`config.mk`:
```
export PLATFORM = sky130hd
export DESIGN_NAME = writeback_scoreboard
export DESIGN_NICKNAME = d
export VERILOG_FILES = /design/src/rtl/writeback_scoreboard_pkg.sv /design/src/rtl/writeback_scoreboard_bits.sv /design/src/rtl/writeback_scoreboard.sv
export SDC_FILE = /design/constraint.sdc
export NUM_CORES = 1
export LEC_CHECK = 0
export ABC_AREA = 1
export ABC_CLOCK_PERIOD_IN_PS = 2440
export CORE_UTILIZATION = 25
export DETAILED_ROUTE_END_ITERATION = 10
export GPL_ROUTABILITY_DRIVEN = 0
export HOLD_SLACK_MARGIN = 0.03
export PLACE_DENSITY = 0.5
export RECOVER_POWER = 25
export SKIP_CTS_REPAIR_TIMING = 1
export SLEW_MARGIN = 25
export SYNTH_ARGS = -nofsm -noshare
export SYNTH_HDL_FRONTEND = slang
export SYNTH_SLANG_ARGS = --single-unit
```
`constraint.sdc`:
```
create_clock -name clock -period 2.44 [get_ports clock]
set_input_delay 0.732 -clock clock [delete_from_list [all_inputs] [get_ports clock]]
set_output_delay 0.732 -clock clock [all_outputs]
set_load 0.02 [all_outputs]
```
`src/rtl/writeback_scoreboard_pkg.sv`:
```
// writeback_scoreboard_pkg: shared types for the writeback merge and busy scoreboard.
package writeback_scoreboard_pkg;
  localparam int WB_XLEN = 32;
  localparam int NREGS = 32;
  localparam logic [4:0] REG_X0 = 5'd0;

  typedef struct packed {
    logic valid;
    logic [4:0] waddr;
    logic [WB_XLEN-1:0] wdata;
  } writeback_alu_in_type;

  typedef struct packed {
    logic issue;
    logic [4:0] issue_waddr;
    logic valid;
    logic [4:0] waddr;
    logic [WB_XLEN-1:0] wdata;
  } writeback_long_in_type;

  typedef struct packed {
    logic rden1;
    logic [4:0] raddr1;
    logic rden2;
    logic [4:0] raddr2;
    logic wren;
    logic [4:0] waddr;
    logic is_long;
  } writeback_dec_in_type;

  typedef struct packed {
    logic wren;
    logic [4:0] waddr;
    logic [WB_XLEN-1:0] wdata;
  } forwarding_exe_in_type;

  typedef struct packed {
    logic long_ready;
    logic stall;
    forwarding_exe_in_type exe;
    logic [NREGS-1:0] busy;
  } writeback_out_type;

  // x0 is hardwired, so it never becomes busy
  function automatic logic [NREGS-1:0] reg_mask(input logic en, input logic [4:0] addr);
    reg_mask = '0;
    if (en && addr != REG_X0) reg_mask[addr] = 1'b1;
  endfunction
endpackage

```
`src/rtl/writeback_scoreboard_bits.sv`:
```
// scoreboard_bits: per-register busy bits plus an outstanding multi-cycle op counter.
module scoreboard_bits
  import writeback_scoreboard_pkg::*;
#(
  parameter int MAX_PENDING = 4
) (
  input  logic             clock,
  input  logic             reset,
  input  logic             set_en,
  input  logic [4:0]       set_addr,
  input  logic             clr_en,
  input  logic [4:0]       clr_addr,
  output logic [NREGS-1:0] busy,
  output logic             full
);
  localparam int CW = $clog2(MAX_PENDING + 1);
  logic [CW-1:0] count;
  logic inc, dec;
  assign full = count == CW'(MAX_PENDING);
  assign dec = clr_en && clr_addr != REG_X0 && count != '0;
  assign inc = set_en && set_addr != REG_X0 && (!full || dec);
  // set is ORed in after the clear so an issue beats a completion to the same register
  always_ff @(posedge clock or negedge reset) begin
    if (!reset) begin
      busy <= '0;
      count <= '0;
    end else begin
      busy <= (busy & ~reg_mask(clr_en, clr_addr)) | reg_mask(set_en, set_addr);
      count <= count + CW'(inc) - CW'(dec);
    end
  end
endmodule

```
`src/rtl/writeback_scoreboard.sv`:
```
// writeback_scoreboard: merges ALU and multi-cycle results onto one registered write port
// and stalls decode on hazards against still-pending multi-cycle destinations.
module writeback_scoreboard
  import writeback_scoreboard_pkg::*;
#(
  parameter int XLEN = WB_XLEN,
  parameter int MAX_PENDING = 4
) (
  input  logic            clock,
  input  logic            reset,
  input  logic            alu_valid,
  input  logic [4:0]      alu_waddr,
  input  logic [XLEN-1:0] alu_wdata,
  input  logic            long_issue,
  input  logic [4:0]      long_issue_waddr,
  input  logic            long_valid,
  output logic            long_ready,
  input  logic [4:0]      long_waddr,
  input  logic [XLEN-1:0] long_wdata,
  input  logic            dec_rden1,
  input  logic [4:0]      dec_raddr1,
  input  logic            dec_rden2,
  input  logic [4:0]      dec_raddr2,
  input  logic            dec_wren,
  input  logic [4:0]      dec_waddr,
  input  logic            dec_long,
  output logic            stall,
  output logic            execute_wren,
  output logic [4:0]      execute_waddr,
  output logic [XLEN-1:0] execute_wdata,
  output logic [31:0]     busy
);
  writeback_alu_in_type alu;
  writeback_long_in_type lng;
  writeback_dec_in_type dec;
  writeback_out_type o;
  forwarding_exe_in_type exe_q, exe_d;
  logic [NREGS-1:0] busy_vec;
  logic full, xfer;
  assign alu = '{valid: alu_valid, waddr: alu_waddr, wdata: alu_wdata};
  assign lng = '{issue: long_issue, issue_waddr: long_issue_waddr, valid: long_valid,
                 waddr: long_waddr, wdata: long_wdata};
  assign dec = '{rden1: dec_rden1, raddr1: dec_raddr1, rden2: dec_rden2, raddr2: dec_raddr2,
                 wren: dec_wren, waddr: dec_waddr, is_long: dec_long};
  // ALU has fixed priority; the long unit waits while an ALU result is present
  assign xfer = lng.valid && !alu.valid;
  always_comb begin
    exe_d.wren = alu.valid ? alu.waddr != REG_X0 : xfer ? lng.waddr != REG_X0 : 1'b0;
    exe_d.waddr = alu.valid ? alu.waddr : xfer ? lng.waddr : exe_q.waddr;
    exe_d.wdata = alu.valid ? alu.wdata : xfer ? lng.wdata : exe_q.wdata;
  end
  always_ff @(posedge clock or negedge reset) begin
    if (!reset) exe_q <= '0;
    else exe_q <= exe_d;
  end
  scoreboard_bits #(.MAX_PENDING(MAX_PENDING)) u_bits (
    .clock   (clock),
    .reset   (reset),
    .set_en  (lng.issue),
    .set_addr(lng.issue_waddr),
    .clr_en  (xfer),
    .clr_addr(lng.waddr),
    .busy    (busy_vec),
    .full    (full)
  );
  always_comb begin
    o.long_ready = !alu.valid;
    o.stall = (dec.rden1 && busy_vec[dec.raddr1]) || (dec.rden2 && busy_vec[dec.raddr2]) ||
              (dec.wren && busy_vec[dec.waddr]) || (dec.is_long && full);
    o.exe = exe_q;
    o.busy = busy_vec;
  end
  assign long_ready = o.long_ready;
  assign stall = o.stall;
  assign execute_wren = o.exe.wren;
  assign execute_waddr = o.exe.waddr;
  assign execute_wdata = o.exe.wdata;
  assign busy = o.busy;
  // an issue that coincides with a completion may reuse the freed slot or register
  a_long_not_busy: assert property (@(posedge clock) disable iff (!reset)
    !(long_valid && long_waddr != REG_X0 && !busy_vec[long_waddr]));
  a_alu_not_busy: assert property (@(posedge clock) disable iff (!reset)
    !(alu_valid && busy_vec[alu_waddr]));
  a_issue_not_full: assert property (@(posedge clock) disable iff (!reset)
    !(long_issue && long_issue_waddr != REG_X0 && full && !(xfer && long_waddr != REG_X0)));
  a_issue_not_busy: assert property (@(posedge clock) disable iff (!reset)
    !(long_issue && busy_vec[long_issue_waddr] && !(xfer && long_waddr == long_issue_waddr)));
endmodule

```
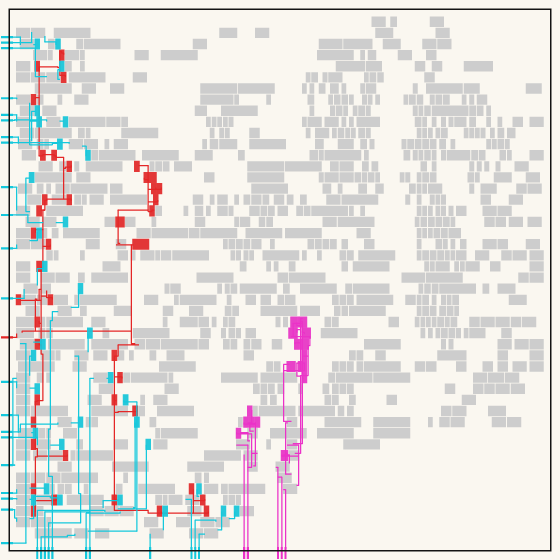
(images/port_nets.png)
[`alu_valid`] red | bits: 1 | direction: input | end cells: 41 | wire: 375 µm
[`long_issue_waddr`] magenta | bits: 5 | direction: input | end cells: 16 | wire: 307 µm
[`long_wdata`] cyan | bits: 32 | direction: input | end cells: 32 | wire: 681 µm
IO Port Bufs: 174
count of boundary I/O pins: 175

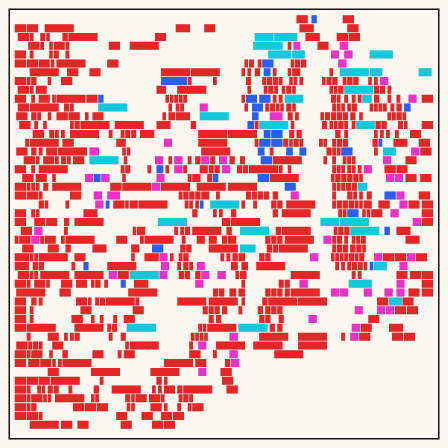
(images/drive_strength.png)
[drive 3 to 4] magenta | cells: 67 | share: 7.9%
[drive 6 and up] cyan | cells: 32 | share: 3.8%
[drive 2] blue | cells: 35 | share: 4.1%
[drive 1 or less] red | cells: 711 | share: 84%

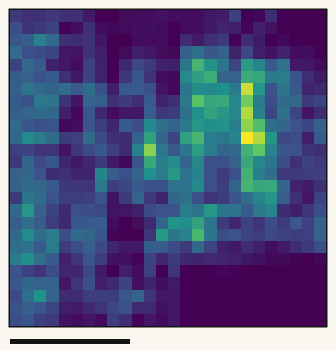
(images/wire_density.png)
The bar under the picture is 50 µm long. The die is cut into 26 by 26 equal tiles; dark purple is low, yellow is high, scaled to the fullest tile. Values are wire area over tile area, all layers added.
nearly empty tiles: 15%
fullest tile: 0.81
emptiest ninth of the die: south-east
tiles over half the peak: 6.7%
mean over tiles: 0.17

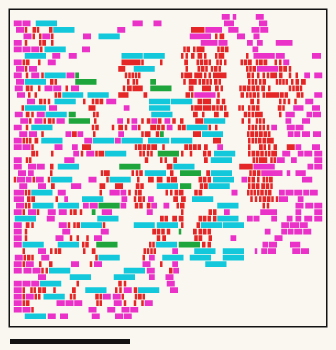
(images/cell_classes.png)
The bar under the picture is 50 µm long.
[all other logic] red | cells: 506
[flops] cyan | cells: 73
[clock drivers and dummy loads] green | cells: 16
[other buffers and delay cells] magenta | cells: 250
standard-cell row count: 47
final design instance area without fill: 7290 µm²
placeable core region: 16500 µm²
final core utilization: 0.441

==> flow_metrics.tcl <==
# place-and-route summary
set metrics [dict create \
    run_status "finished, violations left" \
    failed_checks "setup timing" \
    cp_slowest_cell "sky130_fd_sc_hd__buf_12" \
    total_of_endpoints_with_negative_setup_slack_in_the_final_report 1 \
    well_tap_count 220 \
    cts.sink_count 73 \
    timing.reg2reg.worst_path_depth 8 \
    worst_pin_slew_ns 0.994 \
    finalCritPeriodShare 1.07 \
    regToRegSetupSlack_ns 0.65 \
    global_route_wire_length_before_repair_mm 27.8 \
    cp_slowest_stage_delay_ns 0.14 \
    timing.critical_path.fanout_max 8 \
    worst_r2r_startpoint "u_bits.count[1]" \
    inverters_excl_clock 43 \
    synth_seq_share 0.432 \
    detail_route.vias_per_cell 4.88 \
    timing.hold.worst_path_depth 2 \
    grt_pass1_vias 5013 \
    async_flop_share 1.00 \
    final_antenna_net_count 0 \
    enable_flop_cells 0 \
    nets 946 \
    mi_logic_area_um2 2180 \
    top_power_group "combinational cells" \
    power_sequential_uw 1770 \
    clock_tree.root_cell "sky130_fd_sc_hd__clkbuf_16" \
    placed_cells 1039 \
    highest_layer "met4" \
    r2r_end "u_bits.count[1]" \
    power.static_leakage_uw 0.00340 \
    setup_ws_ns -0.164 \
    clockPowerShare 0.255 \
    hold-worst-slack_ns 0.490 \
    max_clock_freq_mhz 384 \
    post_synth_mux_area_share 0 \
    power.combinational.total_uw 1810 \
    chipArea_um2 17400 \
    ctsHtreeMaxLevel 3 \
    timing.setup.tns_ns -0.164 \
    p_clk_uw 1230 \
    syn-mean-instance-area_um2 7.03 \
    power.share.sequential 0.368 \
]
